--- src/rtl/seq_detect_pkg.sv ---
// Shared types and default widths for the serial sequence detector.
package seq_detect_pkg;

  localparam int unsigned SEQ_W_DEF   = 5;
  localparam int unsigned NUM_PAT_DEF = 4;
  localparam int unsigned CNT_W_DEF   = 8;

  typedef enum logic [1:0] {
    IDLE = 2'd0,
    FILL = 2'd1,
    RUN  = 2'd2
  } seq_ctrl_state_e;

endpackage

--- src/rtl/seq_detect_if.sv ---
// Config, stream and hit-report signals of the sequence detector controller.
interface seq_detect_if
  import seq_detect_pkg::*;
#(
  parameter int unsigned SEQ_W   = SEQ_W_DEF,
  parameter int unsigned NUM_PAT = NUM_PAT_DEF,
  parameter int unsigned CNT_W   = CNT_W_DEF
) ();
  localparam int unsigned IDX_W = $clog2(NUM_PAT);

  logic               cfg_valid;
  logic               cfg_ready;
  logic [IDX_W-1:0]   cfg_idx;
  logic [SEQ_W-1:0]   cfg_pat;
  logic               cfg_en;
  logic               start;
  logic               stop;
  logic               din_valid;
  logic               din;
  logic               busy;
  logic               hit_valid;
  logic [NUM_PAT-1:0] hit_mask;
  logic [IDX_W-1:0]   hit_idx;
  logic [CNT_W-1:0]   hit_cnt;

  modport master (
    output cfg_valid, cfg_idx, cfg_pat, cfg_en, start, stop, din_valid, din,
    input  cfg_ready, busy, hit_valid, hit_mask, hit_idx, hit_cnt
  );

  modport slave (
    input  cfg_valid, cfg_idx, cfg_pat, cfg_en, start, stop, din_valid, din,
    output cfg_ready, busy, hit_valid, hit_mask, hit_idx, hit_cnt
  );

endinterface

--- src/rtl/seq_pattern_bank.sv ---
// Programmable pattern slots with parallel comparators and a lowest-index
// priority encoder over the match mask.
module seq_pattern_bank
  import seq_detect_pkg::*;
#(
  parameter int unsigned SEQ_W   = SEQ_W_DEF,
  parameter int unsigned NUM_PAT = NUM_PAT_DEF
) (
  input  logic                       clk,
  input  logic                       resetn,
  input  logic                       i_wr_en,
  input  logic [$clog2(NUM_PAT)-1:0] i_wr_idx,
  input  logic [SEQ_W-1:0]           i_wr_pat,
  input  logic                       i_wr_slot_en,
  input  logic [SEQ_W-1:0]           i_window,
  output logic [NUM_PAT-1:0]         o_hit_mask_c,
  output logic [$clog2(NUM_PAT)-1:0] o_hit_idx_c,
  output logic                       o_hit_any_c
);
  localparam int unsigned IDX_W = $clog2(NUM_PAT);

  logic [SEQ_W-1:0]   r_pat [NUM_PAT];
  logic [NUM_PAT-1:0] r_en;
  logic               w_idx_ok;

  // Out-of-range slot indices exist only when NUM_PAT is not a power of two.
  generate
    if (NUM_PAT == 2 ** IDX_W) begin : g_idx_full
      assign w_idx_ok = 1'b1;
    end else begin : g_idx_part
      assign w_idx_ok = (32'(i_wr_idx) < NUM_PAT);
    end
  endgenerate

  always_ff @(posedge clk or negedge resetn) begin
    if (!resetn) begin
      for (int i = 0; i < int'(NUM_PAT); i++) r_pat[i] <= '0;
      r_en <= '0;
    end else if (i_wr_en && w_idx_ok) begin
      r_pat[i_wr_idx] <= i_wr_pat;
      r_en[i_wr_idx]  <= i_wr_slot_en;
    end
  end

  always_comb begin
    o_hit_mask_c = '0;
    for (int i = 0; i < int'(NUM_PAT); i++)
      o_hit_mask_c[i] = r_en[i] && (r_pat[i] == i_window);
  end

  // Scan downward so the lowest set bit is the last one written.
  always_comb begin
    o_hit_idx_c = '0;
    for (int i = int'(NUM_PAT) - 1; i >= 0; i--)
      if (o_hit_mask_c[i]) o_hit_idx_c = IDX_W'(i);
  end

  assign o_hit_any_c = |o_hit_mask_c;

endmodule

--- src/rtl/seq_detect_ctrl.sv ---
// Run controller for the serial sequence detector: fill/run sequencing of the
// history window, registered hit reporting and a saturating hit counter.
module seq_detect_ctrl
  import seq_detect_pkg::*;
#(
  parameter int unsigned SEQ_W   = SEQ_W_DEF,
  parameter int unsigned NUM_PAT = NUM_PAT_DEF,
  parameter int unsigned CNT_W   = CNT_W_DEF
) (
  input  logic     clk,
  input  logic     resetn,
  seq_detect_if.slave bus
);
  localparam int unsigned IDX_W  = $clog2(NUM_PAT);
  localparam int unsigned FILL_W = $clog2(SEQ_W + 1);
  localparam logic [FILL_W-1:0] FILL_LAST = FILL_W'(SEQ_W - 1);
  localparam logic [CNT_W-1:0]  CNT_MAX   = '1;

  seq_ctrl_state_e    r_state;
  seq_ctrl_state_e    w_state_next;
  logic [SEQ_W-1:0]   r_window;
  logic [SEQ_W-1:0]   w_window_next;
  logic [FILL_W-1:0]  r_fill_cnt;
  logic               r_hit_valid;
  logic [NUM_PAT-1:0] r_hit_mask;
  logic [IDX_W-1:0]   r_hit_idx;
  logic [CNT_W-1:0]   r_hit_cnt;

  logic               w_idle;
  logic               w_run_start;
  logic               w_cfg_wr;
  logic               w_bit_acc;
  logic               w_cmp;
  logic [NUM_PAT-1:0] w_hit_mask;
  logic [IDX_W-1:0]   w_hit_idx;
  logic               w_hit_any;

  always_ff @(posedge clk or negedge resetn) begin
    if (!resetn) r_state <= IDLE;
    else         r_state <= w_state_next;
  end

  always_comb begin
    w_state_next = r_state;
    case (r_state)
      IDLE:    if (bus.start) w_state_next = FILL;
      FILL:    if (bus.stop) w_state_next = IDLE;
               else if (w_cmp) w_state_next = RUN;
      RUN:     if (bus.stop) w_state_next = IDLE;
      default: w_state_next = IDLE;
    endcase
  end

  // Stop discards a same-cycle stream bit; only the SEQ_W-th fill bit compares.
  always_comb begin
    w_idle        = (r_state == IDLE);
    w_run_start   = w_idle && bus.start;
    w_cfg_wr      = w_idle && bus.cfg_valid;
    w_bit_acc     = !w_idle && bus.din_valid && !bus.stop;
    w_cmp         = w_bit_acc &&
                    ((r_state == RUN) || ((r_state == FILL) && (r_fill_cnt == FILL_LAST)));
    w_window_next = {r_window[SEQ_W-2:0], bus.din};
  end

  seq_pattern_bank #(
    .SEQ_W   (SEQ_W),
    .NUM_PAT (NUM_PAT)
  ) u_bank (
    .clk          (clk),
    .resetn       (resetn),
    .i_wr_en      (w_cfg_wr),
    .i_wr_idx     (bus.cfg_idx),
    .i_wr_pat     (bus.cfg_pat),
    .i_wr_slot_en (bus.cfg_en),
    .i_window     (w_window_next),
    .o_hit_mask_c (w_hit_mask),
    .o_hit_idx_c  (w_hit_idx),
    .o_hit_any_c  (w_hit_any)
  );

  always_ff @(posedge clk or negedge resetn) begin
    if (!resetn) begin
      r_window    <= '0;
      r_fill_cnt  <= '0;
      r_hit_valid <= 1'b0;
      r_hit_mask  <= '0;
      r_hit_idx   <= '0;
      r_hit_cnt   <= '0;
    end else begin
      r_hit_valid <= w_cmp && w_hit_any;
      r_hit_mask  <= w_cmp ? w_hit_mask : '0;
      r_hit_idx   <= w_cmp ? w_hit_idx  : '0;
      if (w_run_start) begin
        r_window   <= '0;
        r_fill_cnt <= '0;
        r_hit_cnt  <= '0;
      end else if (w_bit_acc) begin
        r_window <= w_window_next;
        if (r_state == FILL) r_fill_cnt <= r_fill_cnt + FILL_W'(1);
        if (w_cmp && w_hit_any && (r_hit_cnt != CNT_MAX))
          r_hit_cnt <= r_hit_cnt + CNT_W'(1);
      end
    end
  end

  assign bus.cfg_ready = w_idle;
  assign bus.busy      = !w_idle;
  assign bus.hit_valid = r_hit_valid;
  assign bus.hit_mask  = r_hit_mask;
  assign bus.hit_idx   = r_hit_idx;
  assign bus.hit_cnt   = r_hit_cnt;

endmodule

--- src/flat_wrapper.sv ---
// flat-port wrapper written by rule: the top's interface ports become plain ports
module seq_detect_ctrl_flat import seq_detect_pkg::*;
#(
  parameter int unsigned SEQ_W   = SEQ_W_DEF,
  parameter int unsigned NUM_PAT = NUM_PAT_DEF,
  parameter int unsigned CNT_W   = CNT_W_DEF
)
  (clk, resetn, bus_cfg_valid, bus_cfg_idx, bus_cfg_pat, bus_cfg_en, bus_start, bus_stop, bus_din_valid, bus_din, bus_cfg_ready, bus_busy, bus_hit_valid, bus_hit_mask, bus_hit_idx, bus_hit_cnt);
  seq_detect_if #(.SEQ_W(SEQ_W), .NUM_PAT(NUM_PAT), .CNT_W(CNT_W)) bus_i ();
  input  logic clk;
  input  logic resetn;
  input wire logic [$bits(bus_i.cfg_valid)-1:0] bus_cfg_valid;
  input wire logic [$bits(bus_i.cfg_idx)-1:0] bus_cfg_idx;
  input wire logic [$bits(bus_i.cfg_pat)-1:0] bus_cfg_pat;
  input wire logic [$bits(bus_i.cfg_en)-1:0] bus_cfg_en;
  input wire logic [$bits(bus_i.start)-1:0] bus_start;
  input wire logic [$bits(bus_i.stop)-1:0] bus_stop;
  input wire logic [$bits(bus_i.din_valid)-1:0] bus_din_valid;
  input wire logic [$bits(bus_i.din)-1:0] bus_din;
  output wire logic [$bits(bus_i.cfg_ready)-1:0] bus_cfg_ready;
  output wire logic [$bits(bus_i.busy)-1:0] bus_busy;
  output wire logic [$bits(bus_i.hit_valid)-1:0] bus_hit_valid;
  output wire logic [$bits(bus_i.hit_mask)-1:0] bus_hit_mask;
  output wire logic [$bits(bus_i.hit_idx)-1:0] bus_hit_idx;
  output wire logic [$bits(bus_i.hit_cnt)-1:0] bus_hit_cnt;
  assign bus_i.cfg_valid = bus_cfg_valid;
  assign bus_i.cfg_idx = bus_cfg_idx;
  assign bus_i.cfg_pat = bus_cfg_pat;
  assign bus_i.cfg_en = bus_cfg_en;
  assign bus_i.start = bus_start;
  assign bus_i.stop = bus_stop;
  assign bus_i.din_valid = bus_din_valid;
  assign bus_i.din = bus_din;
  assign bus_cfg_ready = bus_i.cfg_ready;
  assign bus_busy = bus_i.busy;
  assign bus_hit_valid = bus_i.hit_valid;
  assign bus_hit_mask = bus_i.hit_mask;
  assign bus_hit_idx = bus_i.hit_idx;
  assign bus_hit_cnt = bus_i.hit_cnt;
  seq_detect_ctrl #(.SEQ_W(SEQ_W), .NUM_PAT(NUM_PAT), .CNT_W(CNT_W)) u_core (.clk(clk), .resetn(resetn), .bus(bus_i));
endmodule
--- config.mk ---
export PLATFORM = sky130hd
export DESIGN_NAME = seq_detect_ctrl_flat
export DESIGN_NICKNAME = d
export VERILOG_FILES = /design/src/rtl/seq_detect_pkg.sv /design/src/rtl/seq_detect_if.sv /design/src/rtl/seq_pattern_bank.sv /design/src/rtl/seq_detect_ctrl.sv /design/src/flat_wrapper.sv
export SDC_FILE = /design/constraint.sdc
export NUM_CORES = 1
export LEC_CHECK = 0
export CELL_PAD_IN_SITES_DETAIL_PLACEMENT = 1
export CELL_PAD_IN_SITES_GLOBAL_PLACEMENT = 2
export CORE_ASPECT_RATIO = 1.1
export CORE_MARGIN = 3
export CORE_UTILIZATION = 32
export CTS_CLUSTER_DIAMETER = 120
export CTS_CLUSTER_SIZE = 28
export DETAILED_ROUTE_END_ITERATION = 12
export GPL_TIMING_DRIVEN = 1
export PLACE_DENSITY = 0.76
export SLEW_MARGIN = 20
export SYNTH_ARGS = -nofsm -noshare
export SYNTH_HDL_FRONTEND = slang
export SYNTH_SLANG_ARGS = --single-unit
export TNS_END_PERCENT = 10
--- constraint.sdc ---
create_clock -name clk -period 2.1 [get_ports clk]
set_input_delay 0.42 -clock clk [delete_from_list [all_inputs] [get_ports clk]]
set_output_delay 0.42 -clock clk [all_outputs]
set_load 0.05 [all_outputs]
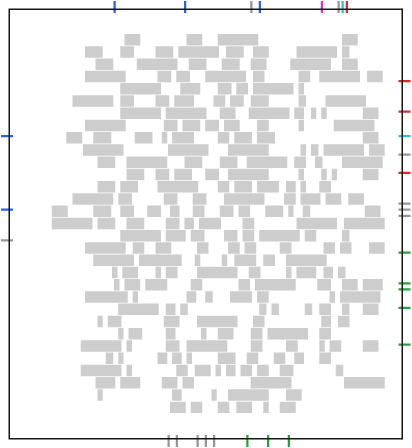
(run_1/pins.png)
Pins as bars across the die edge, other pins in gray.
Key: bus_hit_idx = cyan [pins 2, direction output, edge 1 top, 1 right]; clk = magenta [pins 1, direction input, edge top]; bus_hit_mask = red [pins 4, direction output, edge 3 right, 1 top]; bus_cfg_pat = blue [pins 5, direction input, edge 3 top, 2 left]; bus_hit_cnt = green [pins 8, direction output, edge 5 right, 3 bottom]
All pins by edge: 13 right, 8 bottom, 8 top, 3 left.

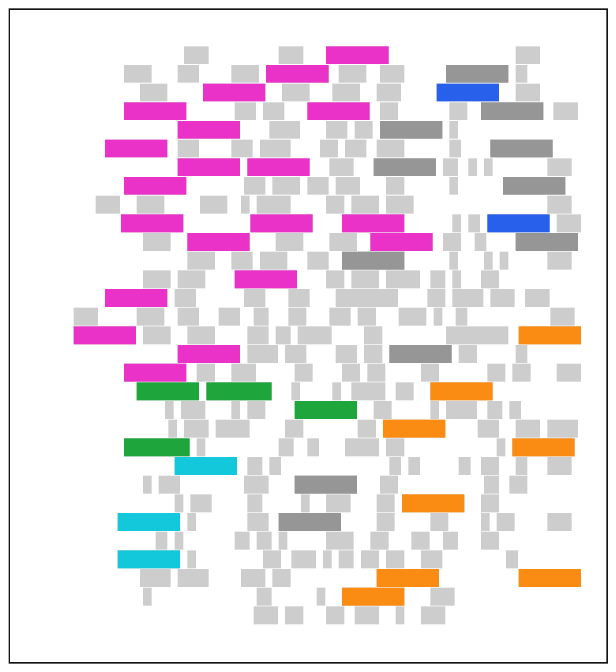
(run_1/registers.png)
Other sequential cells in the stronger gray, the rest of the logic in the fainter gray.
Key: u_core.r_window = green [sequential cells 4]; u_core.bus.hit_idx = blue [sequential cells 2]; u_core.r_fill_cnt = cyan [sequential cells 3]; u_core.bus.hit_cnt = orange [sequential cells 8]; u_core.u_bank.r_pat = magenta [sequential cells 20]
Another 11 sequential cells are not colored.

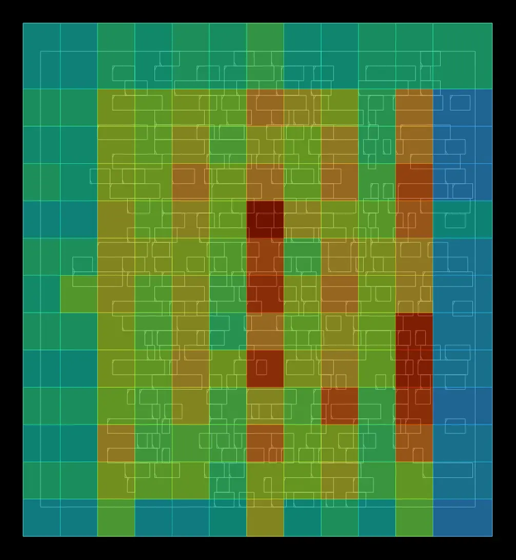
(run_1/final_congestion.png)
GR Util met3: 0.0297
Top Usage Layer GRT: met2

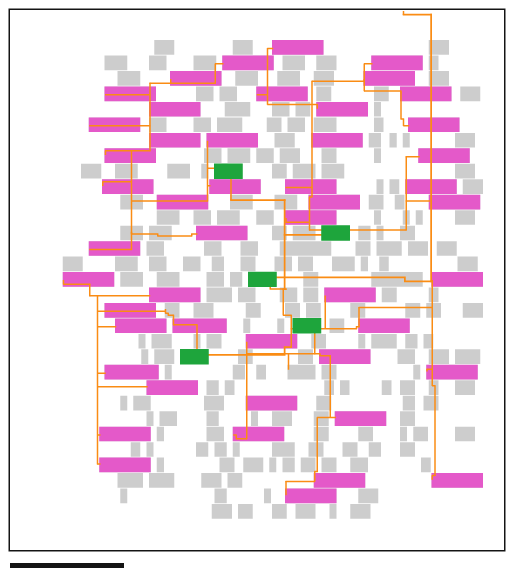
(run_1/clock_map.png)
Scale bar: 20 µm.
Key: cells driving clock nets = green [count 5]; clock wires = orange [length 648 µm]; flip-flops = magenta [count 48]
There are 6 routed clock nets. Position of the flops: all over the die.

==> results_dict.tcl, run 1 <==
# metrics dict for downstream scripts
set metrics [dict create \
    status "complete, no violations" \
    power_w 0.00227 \
    pre_cts_ws_ps -529 \
    postSynthSeqShare 0.521 \
    ys_ff 48 \
    buf_share 0.163 \
    fillers 734 \
    clkTransAtPathRegs_ps 90 \
    layout.nets 269 \
    setup_ws_ps 52.3 \
    vdd_drop_max_uv 260 \
    clk_latency_ps 300 \
    dr.pass1.iters 4 \
    wl_per_cell_um 15.9 \
    flops 48 \
    totalWireLength_um 5290 \
    tritoncts "done" \
    arrival_ps 2280 \
    reg2reg_setup_slack_ps 50 \
    top_cell_area_share 0.521 \
    placed_area_um2 2820 \
    critPathLaunchType "register" \
    buffers 55 \
    via_per_inst 5.07 \
    core_area_um2 6790 \
    htree_levels 2 \
    cp_data_required_time_ps 2330 \
    syn_area_um2 2300 \
    top_logic_kind "simple AND/OR/NAND/NOR gates" \
    critical_path_buf_inv_count 0 \
    holdWs_ps 22.5 \
    diodes 0 \
    taps 82 \
    common_cells "48 x dfrtp_1, 24 x mux2_2, 17 x nor2_1, 17 x xor2_1, 9 x nand2_1" \
    worst-path-stages 6 \
    sh_comb_area 0.362 \
    crit_type "reg2reg" \
    cts_setup_buffers 3 \
]
## run 1: cell usage in the layout, fill, tap and decap left out, drive strengths merged, types with 3 or more instances in the layout
cell type	count
buf	27
o31ai	8
nand3	5
o21ai	3
nor2b	5
o211ai	3
mux2	24
xnor2	5
a21oi	7
xor2	17
nor4	4
nor2	17
dfrtp	48
and3	4
clkdlybuf4s50	26
clkbuf	7
or4	5
nand2	9
inv	5
ha	3
mux2i	4
## run 1: registers in the layout, summed over array words and instances (netlist names)
signal,count
u_core.u_bank.r_pat,20
u_core.bus.hit_valid,1
u_core.bus.hit_mask,4
u_core.bus.hit_cnt,8
u_core.r_state,2
u_core.r_window,4
u_core.u_bank.r_en,4
u_core.bus.hit_idx,2
u_core.r_fill_cnt,3
## run 1: metal layers
metal / vias up / routed length (µm) / track usage
met5: - / 13 / 0
li1: 809 / - / -
met2: 29 / 2700 / 0.239
met3: 7 / 196 / 0.0297
met1: 847 / 2320 / 0.165
met4: 2 / 63 / 0.0468
## run 1: report_power, final
part / switching (W) / internal [W]
Combinational: 0.000232 / 0.000285
Clock: 0.000312 / 0.000268
Sequential: 0.000108 / 0.00106
## run 1: stage by stage
stage / utilization / cells
2_1_floorplan: - / 197
3_3_place_gp: 0.415 / 322
3_5_place_dp: 0.415 / 322
4_1_cts: 0.437 / 334
5_1_grt: 0.440 / 334
6_report: 0.440 / 334
## run 1: worst min path at each step
stage                              to  slack [ps]   start
4_1_cts         u_core.bus.hit_cnt[7]          30  resetn
3_5_place_dp   u_core.bus.hit_mask[1]         370  resetn
5_1_grt         u_core.bus.hit_cnt[7]          50  resetn
2_1_floorplan   u_core.bus.hit_cnt[0]         120  resetn
3_3_place_gp   u_core.bus.hit_mask[1]         360  resetn
6_report        u_core.bus.hit_cnt[7]          20  resetn
==> inputs of run 2 (changes only) <==
Settings changed: CORE_UTILIZATION 32 to 37, DONT_BUFFER_PORTS set to 1.
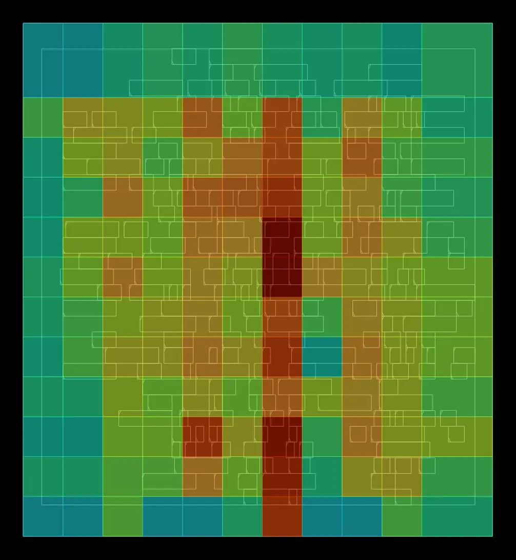
(run_2/final_congestion.png)
DR WL/cell: 18.9 µm
GRT Total Usage: 0.170
met1 GRT Util: 0.181

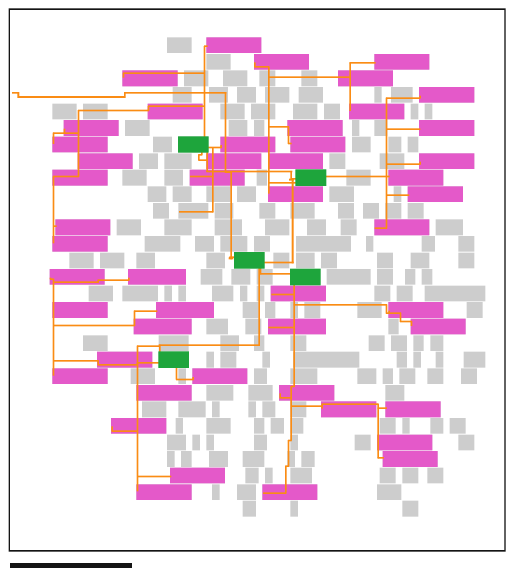
(run_2/clock_map.png)
Scale bar: 20 µm.
Key: cells driving clock nets = green [count 5]; clock wires = orange [length 601 µm]; flip-flops = magenta [count 48]
There are 6 routed clock nets.

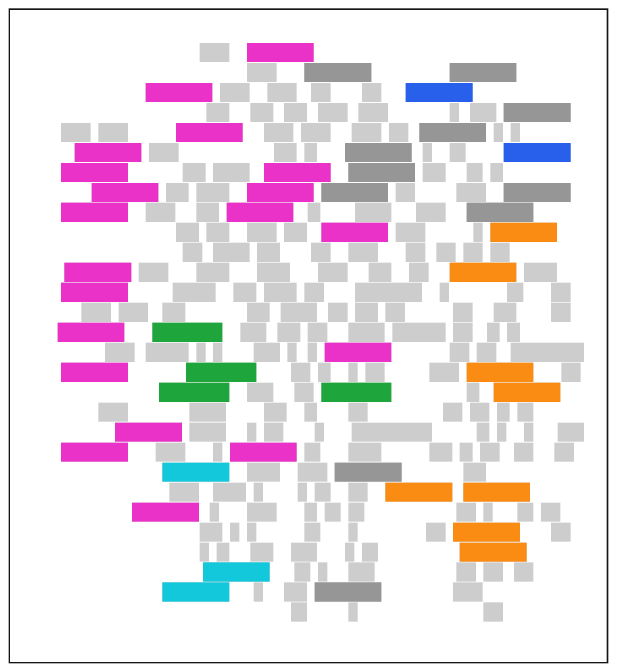
(run_2/registers.png)
Other sequential cells in the stronger gray, the rest of the logic in the fainter gray.
Key: u_core.r_window = green [sequential cells 4]; u_core.bus.hit_idx = blue [sequential cells 2]; u_core.bus.hit_cnt = orange [sequential cells 8]; u_core.r_fill_cnt = cyan [sequential cells 3]; u_core.u_bank.r_pat = magenta [sequential cells 20]

==> results_dict.tcl, run 2 <==
# metrics dict for downstream scripts
set metrics [dict create \
    status "complete, but fails checks" \
    violations "negative setup slack" \
    power_w 0.00241 \
    via_per_inst 5.38 \
    comb_cell_power_w 0.000506 \
    combPwrFrac 0.210 \
    common_cells "48 x dfrtp_1, 24 x mux2_2, 17 x nor2_1, 17 x xor2_1, 9 x nand2_1" \
    largest_reg_flops 20 \
    p_int_w 0.00175 \
    final_common_cell "dfrtp_1" \
    power_leader "sequential cells" \
    mostFrequentLayoutCells "44 x dfrtp_1, 26 x buf_4, 24 x mux2_2" \
    finalSetupViolCount 6 \
    critPathLaunchType "register" \
    holdWs_ps 171 \
    top_cell_area_share 0.521 \
    core_area_um2 5910 \
    setup_ws_ps -147 \
    arrival_ps 2470 \
    p_sw_w 0.000660 \
    cp_data_required_time_ps 2320 \
    syn_avg_cell_area_um2 11.7 \
    dr.pass1.iters 4 \
    placed_area_um2 2470 \
    clkTransAtPathRegs_ps 90 \
    pre_cts_ws_ps -167 \
    crit_type "reg2reg" \
    clk_latency_ps 300 \
    layout-drive-gt1-share 0.376 \
    p_sw_frac 0.274 \
    totalWireLength_um 5720 \
    fin_util 0.477 \
    postSynthSeqShare 0.521 \
    layout.nets 243 \
    diodes 0 \
    stdcell_count 303 \
    ys_ff 48 \
    seq_power_w 0.00118 \
    dp.cells 281 \
    tritoncts "done" \
    syn2layout_area_growth_pct 22.4 \
    htree_levels 2 \
    fillers 621 \
]
==> run 2: layout make-up <==
class,instances,share of cell area
sequential,48,0.428
multi-input combinational,135,0.393
timing repair buffer,30,0.0936
clock buffer,7,0.0342
tap,77,0.0342
clock inverter,1,0.0106
inverter,5,0.00665
==> run 2: critical path, delay by kind of cell, from the launching register on <==
family	cells	cell delay, ps
buf+inv	2	290
xor+xnor	1	160
compound gates	1	150
flops	1	470
simple gates	4	1100
==> run 2: worst paths after layout <==
check | start | endpoint | slack (ps)
min in group asynchronous | resetn | u_core.bus.hit_cnt[6] | 620
worst min register to register | u_core.u_bank.r_en[0] | u_core.u_bank.r_en[0] | 530
worst max register to register | u_core.r_window[2] | u_core.bus.hit_cnt[4] | -150
worst min-delay path | bus_stop | u_core.r_state[1] | 170
max in group asynchronous | resetn | u_core.r_window[3] | 1240
worst max-delay path | u_core.r_window[2] | u_core.bus.hit_cnt[4] | -150
==> run 2: metal layers <==
| layer | vias up | share of wire | track usage |
|---|---|---|---|
| met4 | 0 | 0.024 | 0.0614 |
| met3 | 14 | 0.037 | 0.0428 |
| met2 | 32 | 0.55 | 0.321 |
| met1 | 839 | 0.39 | 0.181 |
| li1 | 745 | - | - |
| met5 | - | 0 | 0 |
==> run 2: timing repair <==
item	4_1_cts	5_1_grt
endpoints found under the setup margin	8	8
gates resized	12	9
setup buffers	9	3
pin swaps	11	8
endpoints found under the hold margin	48	0
hold buffers	2	0
==> run 2: cell families after synthesis <==
logic type | count (synthesis) | share of synthesized area
xor gates and xnor gates | 22 | 0.0836
and+or+nand+nor | 57 | 0.142
AOI/OAI and AO/OA | 25 | 0.0706
adders and majority gates | 3 | 0.0163
muxes | 28 | 0.135
buffers and inverters | 14 | 0.0315
DFF | 48 | 0.521
==> inputs of run 3 (changes only) <==
Settings changed: SLEW_MARGIN 20 to 30.
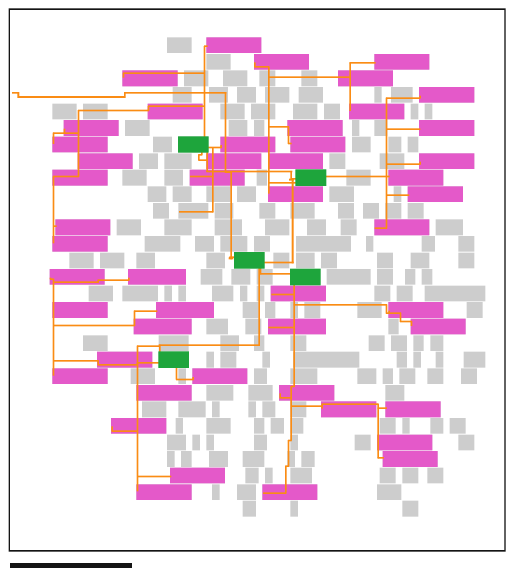
(run_3/clock_map.png)
Scale bar: 20 µm.
Key: clock wires = orange [length 601 µm]; cells driving clock nets = green [count 5]; flip-flops = magenta [count 48]
There are 6 routed clock nets. Position of the flops: all over the die.

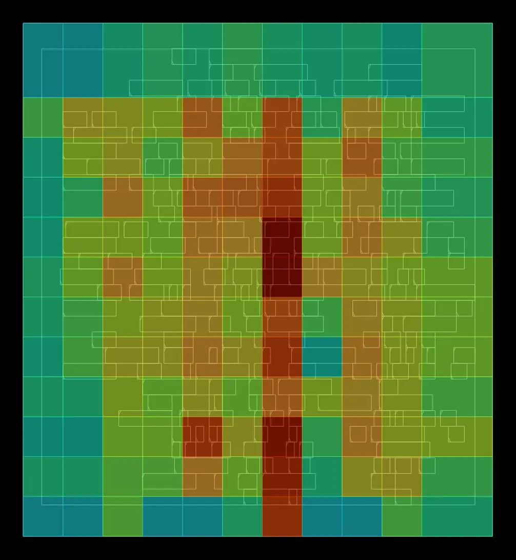
(run_3/final_congestion.png)
met2 usage: 0.321
final core occ: 0.477
GR Util met3: 0.0428

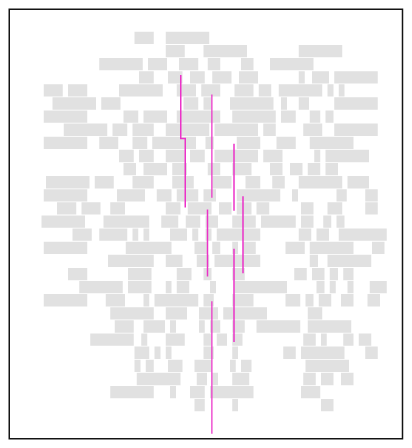
(run_3/met4.png)
Cells faint in the background.
5 nets have wire on it. The wires run mostly vertical. The longest straight run is 27.2 µm. The layer carries 138 µm of wire.

==> results_dict.tcl, run 3 <==
# metrics dict for downstream scripts
set metrics [dict create \
    top_layer "met4" \
    holdWs_ps 171 \
    p_seq_frac 0.488 \
    route.met3.wl_um 214 \
    totalWireLength_um 5720 \
    clkTransAtPathRegs_ps 90 \
    edf_count 0 \
    fp-row-count 29 \
    grt.total_usage 0.170 \
    drt_iter0_markers 70 \
    final_common_cell "dfrtp_1" \
    die_w_um 81.2 \
    critPathLaunchType "register" \
    seq_power_w 0.00118 \
    common_cells "48 x dfrtp_1, 24 x mux2_2, 17 x nor2_1, 17 x xor2_1, 9 x nand2_1" \
    mostFrequentLayoutCells "44 x dfrtp_1, 26 x buf_4, 24 x mux2_2" \
    syn2layout_area_growth_pct 22.4 \
    layout.nets 243 \
    wl_per_cell_um 18.9 \
    crit_type "reg2reg" \
    grt_pass1_wl_um 9140 \
    core_area_um2 5910 \
    power_leader "sequential cells" \
    critical_path_buf_inv_count 2 \
    syn-num-nets 215 \
    ys_warn_count 0 \
    syn_avg_cell_area_um2 11.7 \
    dr.pass1.iters 4 \
    arrival_ps 2470 \
    worst-path-stages 8 \
    hold_path.class "in2reg" \
    ys_cells 197 \
    vias 1630 \
    ys.flop_type "dfrtp_1" \
    top_cell_area_share 0.521 \
    met1_length_um 2230 \
    grt_pass1_vias 1832 \
    rsz0062_at_grt "true" \
    power.leakage_nw 1.25 \
    die_h_um 88.8 \
    p_sw_frac 0.274 \
    yosys-top-cells-area "dfrtp_1 52%, mux2_2 12%, xor2_1 6.5%, nor2_1 2.8%, o31ai_1 2.6%" \
    cts.sinks 48 \
    comb_cell_power_w 0.000506 \
    yosysTopAreaCell "dfrtp_1" \
    cts.root.buffer_cell "clkbuf_8" \
    grt_max_degree 49 \
    pre_cts_ws_ps -167 \
    regMostFlops "u_core.u_bank.r_pat" \
    p_int_w 0.00175 \
    finalHoldViolCount 0 \
    met2_length_um 3130 \
    slowest_stage "or4_1" \
    p_clk_frac 0.302 \
    vdd_drop_max_uv 426 \
    largest_reg_flops 20 \
    p_sw_w 0.000660 \
    chipArea_um2 7210 \
    ys_ff 48 \
    grt.busiest_layer "met2" \
    globalRoute.totalOverflow 0 \
    postSynthSeqShare 0.521 \
    finalSetupViolCount 6 \
    crit_family "simple AND/OR/NAND/NOR gates" \
    synth_cells 197 \
    cp_data_required_time_ps 2320 \
    timing.slew.headroom 0.679 \
    use_met1 0.181 \
    status "complete, but fails checks" \
    htree_levels 2 \
    synthMostInstantiatedCell "dfrtp_1" \
    setup_tns_ps -651 \
    via_per_inst 5.38 \
    syn_area_um2 2300 \
    hold_depth 1 \
    tritoncts "done" \
    combPwrFrac 0.210 \
    diodes 0 \
    violations "negative setup slack" \
    layout-drive-gt1-share 0.376 \
    setup_ws_ps -147 \
    clk_latency_ps 300 \
    port_buffers 0 \
    max_stage_delay_ps 490 \
    skew_ps 3.23 \
    dp_hpwl_um 4080 \
    ant_nets 0 \
]
[run 3: what timing repair did]
item	4_1_cts	5_1_grt
setup buffers	9	3
endpoints found under the setup margin	8	8
hold buffers	2	0
endpoints found under the hold margin	48	0
pin swaps	11	8
gates resized	12	9
[run 3: through the flow]
stage,instance area (µm²),std cells,util,power [W]
finish,2820,303,0.477,0.00241
global route,2820,303,0.477,0.00252
CTS,2760,300,0.467,0.00242
detailed placement,2470,281,0.418,0.00160
global placement,2470,281,0.418,0.00156
floorplan,2310,197,-,0.00149
[run 3: final timing paths]
check                                      startpoint  slack [ps]                    end
worst max-delay path               u_core.r_window[2]        -150  u_core.bus.hit_cnt[4]
worst min-delay path                         bus_stop         170      u_core.r_state[1]
worst max register to register     u_core.r_window[2]        -150  u_core.bus.hit_cnt[4]
worst min register to register  u_core.u_bank.r_en[0]         530  u_core.u_bank.r_en[0]
max in group asynchronous                      resetn        1240     u_core.r_window[3]
min in group asynchronous                      resetn         620  u_core.bus.hit_cnt[6]
[run 3: logic make-up (layout without fill, tap and decap cells)]
family	Yosys count	after routing	synth area share
DFF	48	48	0.521
and+or+nand+nor	57	57	0.142
buffers and inverters	14	43	0.0315
AOI/OAI and AO/OA	25	25	0.0706
adders and majority gates	3	3	0.0163
xor gates and xnor gates	22	22	0.0836
muxes	28	28	0.135
[run 3: area by class of cell]
| cell class | count | area [µm²] |
|---|---|---|
| inverter | 5 | 18.8 |
| clock inverter | 1 | 30.0 |
| tap | 77 | 96.3 |
| clock buffer | 7 | 96.3 |
| fill | 621 | 3090 |
| multi-input combinational | 135 | 1110 |
| timing repair buffer | 30 | 264 |
| sequential | 48 | 1210 |
Power is estimated from default activity; no workload was simulated.
